[config.mk]
export PLATFORM = sky130hd
export DESIGN_NAME = pipe_hazard_ctrl
export DESIGN_NICKNAME = d
export VERILOG_FILES = /design/src/rtl/pipe_hazard_ctrl_pkg.sv /design/src/rtl/pipe_hazard_ctrl_hazard_detect.sv /design/src/rtl/pipe_hazard_ctrl.sv
export SDC_FILE = /design/constraint.sdc
export NUM_CORES = 1
export LEC_CHECK = 0
export CORE_UTILIZATION = 48
export CTS_CLUSTER_SIZE = 24
export DETAILED_ROUTE_END_ITERATION = 6
export PLACE_DENSITY = 0.83
export SLEW_MARGIN = 10
export SYNTH_ARGS = -nofsm -noshare
export SYNTH_HDL_FRONTEND = slang
export SYNTH_SLANG_ARGS = --single-unit
[constraint.sdc]
create_clock -name clock -period 2.36 [get_ports clock]
set_input_delay 0.472 -clock clock [delete_from_list [all_inputs] [get_ports clock]]
set_output_delay 0.472 -clock clock [all_outputs]
set_load 0.03 [all_outputs]
[src/rtl/pipe_hazard_ctrl_pkg.sv]
// Shared pipeline definitions for the hazard/sequencing controller:
// controller states, register-zero constant and counter widths.
package pipe_hazard_ctrl_pkg;

    typedef enum logic [1:0] {
        RUN      = 2'd0,
        MEM_WAIT = 2'd1,
        MD_BUSY  = 2'd2
    } hz_state_e;

    localparam logic [4:0] REG_ZERO = 5'd0;
    localparam int         WAIT_W   = 8;
    localparam int         STALL_W  = 32;

endpackage

[src/rtl/pipe_hazard_ctrl_hazard_detect.sv]
// Combinational hazard compare: load-use against the EX load destination and
// hi/lo or mul/div conflicts while the mul/div unit is still in flight.
module hazard_detect
    import pipe_hazard_ctrl_pkg::*;
(
    input  logic [4:0] id_rs,
    input  logic [4:0] id_rt,
    input  logic       id_use_rs,
    input  logic       id_use_rt,
    input  logic       id_reads_hilo,
    input  logic       id_muldiv,
    input  logic       ex_re,
    input  logic [4:0] ex_rd,
    input  logic       md_busy,
    input  logic       muldiv_done,
    output logic       load_use,
    output logic       md_conflict
);

    logic rs_hit;
    logic rt_hit;

    assign rs_hit = id_use_rs && (id_rs == ex_rd);
    assign rt_hit = id_use_rt && (id_rt == ex_rd);

    // $0 is never a real producer, so a load targeting it cannot create a hazard
    assign load_use    = ex_re && (ex_rd != REG_ZERO) && (rs_hit || rt_hit);
    assign md_conflict = md_busy && (id_reads_hilo || id_muldiv) && !muldiv_done;

endmodule

[src/rtl/pipe_hazard_ctrl.sv]
// Pipeline hazard and sequencing controller: memory-wait / mul-div FSM,
// output priority mux for pipeline register controls, stall and timeout tracking.
module pipe_hazard_ctrl
    import pipe_hazard_ctrl_pkg::*;
#(
    parameter int unsigned MEM_TIMEOUT = 255
) (
    input  logic               clock,
    input  logic               reset_n,
    input  logic [4:0]         id_rs,
    input  logic [4:0]         id_rt,
    input  logic               id_use_rs,
    input  logic               id_use_rt,
    input  logic               id_reads_hilo,
    input  logic               id_muldiv,
    input  logic               ex_re,
    input  logic [4:0]         ex_rd,
    input  logic               ex_muldiv_start,
    input  logic               muldiv_done,
    input  logic               branch_taken,
    input  logic               jump,
    input  logic               mem_req,
    input  logic               mem_ready,
    output logic               pc_we,
    output logic               ifid_we,
    output logic               ifid_flush,
    output logic               idex_stall,
    output logic               idex_hold,
    output logic               exmem_hold,
    output logic               memwb_bubble,
    output logic               mem_timeout,
    output logic [STALL_W-1:0] stall_cycles
);

    localparam logic [WAIT_W-1:0] WAIT_LIMIT = WAIT_W'(MEM_TIMEOUT);

    hz_state_e         state, state_nxt;
    logic [WAIT_W-1:0] wait_cnt;
    logic              md_pending;
    logic              load_use, md_conflict;
    logic              mem_miss, wait_below, wait_exit, timed_out, mem_stall;

    hazard_detect u_hazard_detect (
        .id_rs         (id_rs),
        .id_rt         (id_rt),
        .id_use_rs     (id_use_rs),
        .id_use_rt     (id_use_rt),
        .id_reads_hilo (id_reads_hilo),
        .id_muldiv     (id_muldiv),
        .ex_re         (ex_re),
        .ex_rd         (ex_rd),
        .md_busy       (state == MD_BUSY),
        .muldiv_done   (muldiv_done),
        .load_use      (load_use),
        .md_conflict   (md_conflict)
    );

    assign mem_miss   = mem_req && !mem_ready;
    assign wait_below = wait_cnt < WAIT_LIMIT;
    assign wait_exit  = mem_ready || !wait_below;
    assign timed_out  = (state == MEM_WAIT) && !mem_ready && !wait_below;
    // Outside MEM_WAIT any unfinished access holds the pipe, including while mul/div runs
    assign mem_stall  = (state == MEM_WAIT) ? (!mem_ready && wait_below) : mem_miss;

    always_ff @(posedge clock or negedge reset_n) begin
        if (!reset_n) state <= RUN;
        else          state <= state_nxt;
    end

    always_comb begin
        state_nxt = state;
        case (state)
            RUN: begin
                if (mem_miss)             state_nxt = MEM_WAIT;
                else if (ex_muldiv_start) state_nxt = MD_BUSY;
            end
            MEM_WAIT: begin
                if (wait_exit) state_nxt = (md_pending && !muldiv_done) ? MD_BUSY : RUN;
            end
            MD_BUSY: begin
                if (mem_miss)         state_nxt = MEM_WAIT;
                else if (muldiv_done) state_nxt = RUN;
            end
            default: state_nxt = RUN;
        endcase
    end

    always_comb begin
        pc_we        = 1'b0;
        ifid_we      = 1'b0;
        ifid_flush   = 1'b0;
        idex_stall   = 1'b0;
        idex_hold    = 1'b0;
        exmem_hold   = 1'b0;
        memwb_bubble = 1'b0;
        if (reset_n) begin
            if (mem_stall) begin
                idex_hold    = 1'b1;
                exmem_hold   = 1'b1;
                memwb_bubble = 1'b1;
            end else if (load_use || md_conflict) begin
                idex_stall = 1'b1;
            end else if (branch_taken || jump) begin
                pc_we      = 1'b1;
                ifid_we    = 1'b1;
                ifid_flush = 1'b1;
                idex_stall = 1'b1;
            end else begin
                pc_we        = 1'b1;
                ifid_we      = 1'b1;
                // an abandoned access must not reach writeback
                memwb_bubble = timed_out;
            end
        end
    end

    always_ff @(posedge clock or negedge reset_n) begin
        if (!reset_n)                  wait_cnt <= '0;
        else if (state_nxt == MEM_WAIT) wait_cnt <= (state == MEM_WAIT) ? wait_cnt + WAIT_W'(1)
                                                                        : WAIT_W'(1);
        else                           wait_cnt <= '0;
    end

    // Remembers a mul/div launch that overlapped a memory wait
    always_ff @(posedge clock or negedge reset_n) begin
        if (!reset_n) begin
            md_pending <= 1'b0;
        end else if (state == MEM_WAIT) begin
            if (muldiv_done || wait_exit) md_pending <= 1'b0;
        end else if (mem_miss) begin
            md_pending <= (state == RUN) ? ex_muldiv_start : !muldiv_done;
        end
    end

    always_ff @(posedge clock or negedge reset_n) begin
        if (!reset_n)       mem_timeout <= 1'b0;
        else if (timed_out) mem_timeout <= 1'b1;
    end

    always_ff @(posedge clock or negedge reset_n) begin
        if (!reset_n)                           stall_cycles <= '0;
        else if (!pc_we && (stall_cycles != '1)) stall_cycles <= stall_cycles + STALL_W'(1);
    end

endmodule

Fig. 1: metal 1
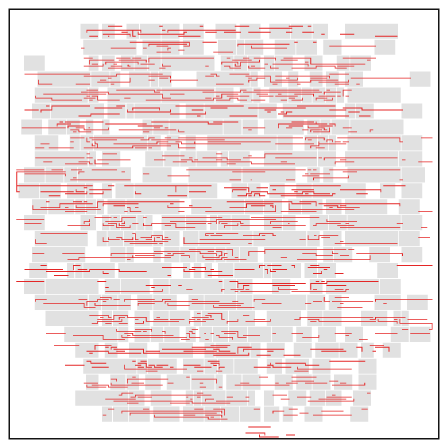
wire length on this layer: 2,670 µm
share of all routed wire: 42%
longest straight run: 21.2 µm
main direction: horizontal
nets with wire on the layer: 343

Fig. 2: met2 routing
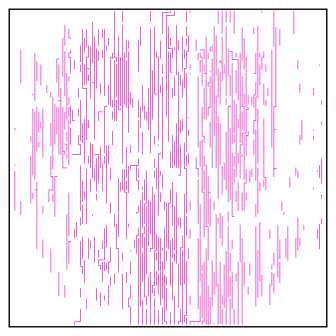
share of all routed wire: 52%
wire length on this layer: 3,270 µm
longest straight run: 32.0 µm

Fig. 3: M3 wires
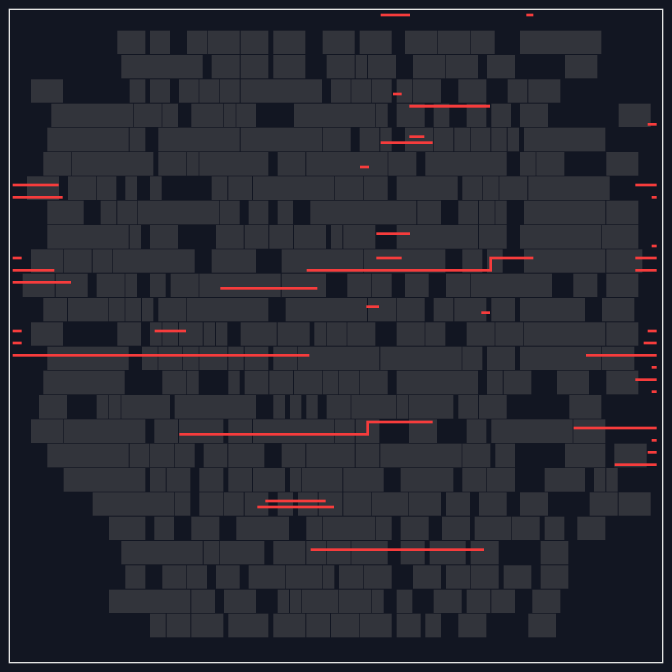
wire length on this layer: 221 µm
main direction: horizontal
longest straight run: 32.9 µm
nets with wire on the layer: 36
GRT met3 Usage: 4.97%
wire length after detailed routing: 6290 µm
overall via count from detail_route: 2,187

[cell type report]
| class | count | area [µm²] | share of cell area (%) |
|---|---|---|---|
| timing repair buffer | 109 | 1000 | 27.9 |
| clock inverter | 3 | 21.3 | 0.593 |
| sequential | 44 | 1100 | 30.7 |
| inverter | 4 | 18.8 | 0.523 |
| clock buffer | 5 | 68.8 | 1.92 |
| tap | 67 | 83.8 | 2.34 |
| multi-input combinational | 178 | 1290 | 36.1 |
[metrics by stage]
step | util (%) | setup WS (ns) | hold slack, ns | setup TNS, ns
6_report | 75.0 | -0.0412 | 0.293 | -0.0419
4_1_cts | 73.8 | -0.0450 | 0.298 | -0.0818
5_1_grt | 75.0 | -0.142 | 0.320 | -0.405
3_5_place_dp | 70.0 | -0.709 | 0.462 | -14.02
2_1_floorplan | - | -0.111 | 0.176 | -0.111
3_3_place_gp | 70.0 | -0.682 | 0.452 | -12.22
[critical path, stage by stage (launching register included)]
cell,delay [ns]
dfrtp_1,0.37
ha_2,0.19
and4_4,0.22
a21o_4,0.12
nor3b_2,0.14
a21bo_4,0.27
buf_12,0.13
nor2_4,0.07
buf_6,0.13
[logic make-up after synthesis]
| family | count (synthesis) | synth area share, % |
|---|---|---|
| compound gates | 16 | 4.50 |
| xor+xnor | 47 | 17.0 |
| fa+ha+maj | 2 | 1.03 |
| buf+inv | 13 | 4.09 |
| flops | 44 | 45.5 |
| mux | 2 | 0.931 |
| simple gates | 111 | 26.9 |
[state kept, by name (all words and copies together) (netlist names)]
signal	count
wait_cnt	8
md_pending	1
state	2
mem_timeout	1
stall_cycles	32
[cells in the mapped netlist]
cell,number
a211o_1,1
a211oi_1,1
a21bo_1,1
a21o_4,1
a21oi_1,2
a31oi_1,1
and2_1,2
and3_1,11
and4_1,4
buf_2,1
buf_4,3
buf_6,5
dfrtp_1,44
ha_1,2
inv_1,4
mux2_1,1
mux2_2,1
nand2_1,14
nand2b_1,4
nand3_1,20
nand3_2,1
nand3b_1,2
nand4_1,18
nand4b_1,3
nor2_1,16
nor2b_1,3
nor3_1,3
nor3b_1,2
nor3b_4,1
nor4_1,3
nor4_4,1
o21a_1,1
o21ai_0,5
o22ai_1,3
or2_2,1
or3b_4,1
or4_1,1
xnor2_1,43
xor2_1,4
[worst max path at each step]
stage / slack, ns / endpoint / cells after the start / from
6_report: -0.04 / ifid_flush / 8 / wait_cnt[1]
5_1_grt: -0.14 / ifid_flush / 8 / wait_cnt[0]
4_1_cts: -0.05 / ifid_flush / 8 / wait_cnt[1]
3_5_place_dp: -0.71 / ifid_we / 7 / mem_ready
3_3_place_gp: -0.68 / ifid_we / 7 / mem_ready
2_1_floorplan: -0.11 / pc_we / 8 / mem_ready
[metal layers]
layer / vias up / track usage, % / share of wire [%]
met2: 51 / 44.1 / 52
met5: - / 0 / 0
met1: 1077 / 31.0 / 42
li1: 1047 / - / -
met3: 12 / 4.97 / 3.5
met4: 0 / 7.19 / 2.0
[repair_timing]
item,CTS,global route
setup endpoints to repair,32,27
gates resized,55,12
pin swaps,10,6
setup buffers,3,2
cloned,1,0
==> datasheet_impl.txt <==
Physical implementation characteristics

Parameter                              Value

Pwr
  Clk network pwr share    22.6%
  Sw power    around 0.70 mW
  Power per standard cell area    578 mW/mm²
  Clk. pwr    about 0.47 mW
  Total power consumption of the routed design    between 2 and 2.5 mW
  Share of total power in sequential cells    a little over two fifths
  Maximum vdd ir drop    between 0.9 and 1 mV
  Sequential logic power    0.913 mW
  Leak Pwr    between 1.5 and 2 nW
  Power Combinational    0.692 mW
  Internal power contribution    ~1.4 mW
  Power share of the combinational group    ~33%
  Top power consumer group    registers
  Switch share    approximately a third

Yosys
  Count of yosys warnings during synthesis    0
  Syn avg cell area    approximately 10 µm²
  Synth top area share    45.5%
  Sequential share of the synthesized area    45.5%
  Most area-hungry cell type in the Yosys netlist    dfrtp_1
  Number of distinct standard cells referenced by the synthesized netlist    39
  Area of the mapped netlist    0.00242 mm²
  Nets at Floorplan    approximately 270
  Cells after Synth    ~240
  Summed standard-cell area reported by yosys    ~0.0024 mm²
  Number of cells in Yosys stat    235
  Post-synthesis register bit count    between 40 and 50
  Cells taking the most area after synthesis    dfrtp_1, xnor2_1, nand4_1, nand3_1, and3_1

Place
  Placed inst area    between 0.003 and 0.004 mm²
  Number of instances in the placed design    396
  RePlAce Congestion    between 0.8 and 0.9
  Post-detailed-placement half-perimeter wirelength    between 4000 and 5000 µm

Floorplan
  Number of I/O pins    around 70
  Count of standard-cell rows    25
  Chip height    approximately 73 µm
  Die width    roughly 73 µm
  Die area    0.00533 mm²
  Initial cell density of the core    50.5%
  Core Footprint    roughly 0.0048 mm²

Worst setup path
  Data arrival time at the worst-slack endpoint    1.93 ns
  Critical path data required time    roughly 1.9 ns
  Critical register-to-register path startpoint    state[1]
  Critical path capture point type    primary output
  R2R Path End    stall_cycles[1]
  Cell count of the worst reg-to-reg path    8
  Setup slack on the worst flop-to-flop path    approximately 0.12 ns
  Startpoint type of the worst setup path    flop

Cells and area
  Fraction of layout cells with a size suffix above 1    24.5%
  Syn-to-layout area delta    48.4%
  Most frequent cells in the layout    dfrtp_1, xnor2_1, clkdlybuf4s50_1, buf_4, nand3_1
  Nets    between 300 and 400
  Final cell count without fillers    410
  Post-route design area    between 0.003 and 0.004 mm²
  Filler Cell Count    approximately 320
  Antenna cell count    0
  Most common cell after layout, fill and taps aside    dfrtp_1

Final timing
  Final WS setup    -0.0412 ns
  Final number of max-transition violations    0
  Fin crit period    2.40 ns
  Maximum clock frequency    roughly 420 MHz
  Worst rel slew slack    ~61%
  Pin slew with the least headroom to its limit    ~0.58 ns
  Period Utilization, post-route    102%
  Setup violators final    3
  Final hold viol count    0
  Unrepaired setup endpoints after global routing    true
  Layout Skew    ~0.013 ns

Routing
  Number of search-and-repair iterations in the first detailed-routing pass    4
  Routed wirelength normalized by instance count    around 15 µm
  Routed via count divided by cell count    approximately 5.3
  Starting DRC count in detailed routing    approximately 170
  Drt drc    0
  Antenna Nets Post-Route    0

GRT
  Number of antenna violations at the first check in global routing    0
  First-pass GRT wire length    around 10,000 µm
  Total gr overflow    0
  Maximum number of pins on one net before global-route repair    ~47
  Total routing resource utilization after global routing    about 25%

Flow run
  Tool warnings    29
  Tally of max-capacitance violations    0

Min path
  Kind of path behind the tightest hold check    input port to async pin

Run status
  Violated checks    setup timing
  Status    finished, violations left

Clock network
  H-Tree Level Count    2
  Register clock-pin slew on the reported worst setup and hold paths    0.08 ns
  Count of hold buffers inserted by post-cts repair    0
  Bufs on Longest Clock Path    2
  Clk Latency, worst-skew pair    around 0.3 ns
  Cell chosen for the clock root    clkbuf_8
  Clk sink count    around 44
Power and IR drop assume default switching activity.
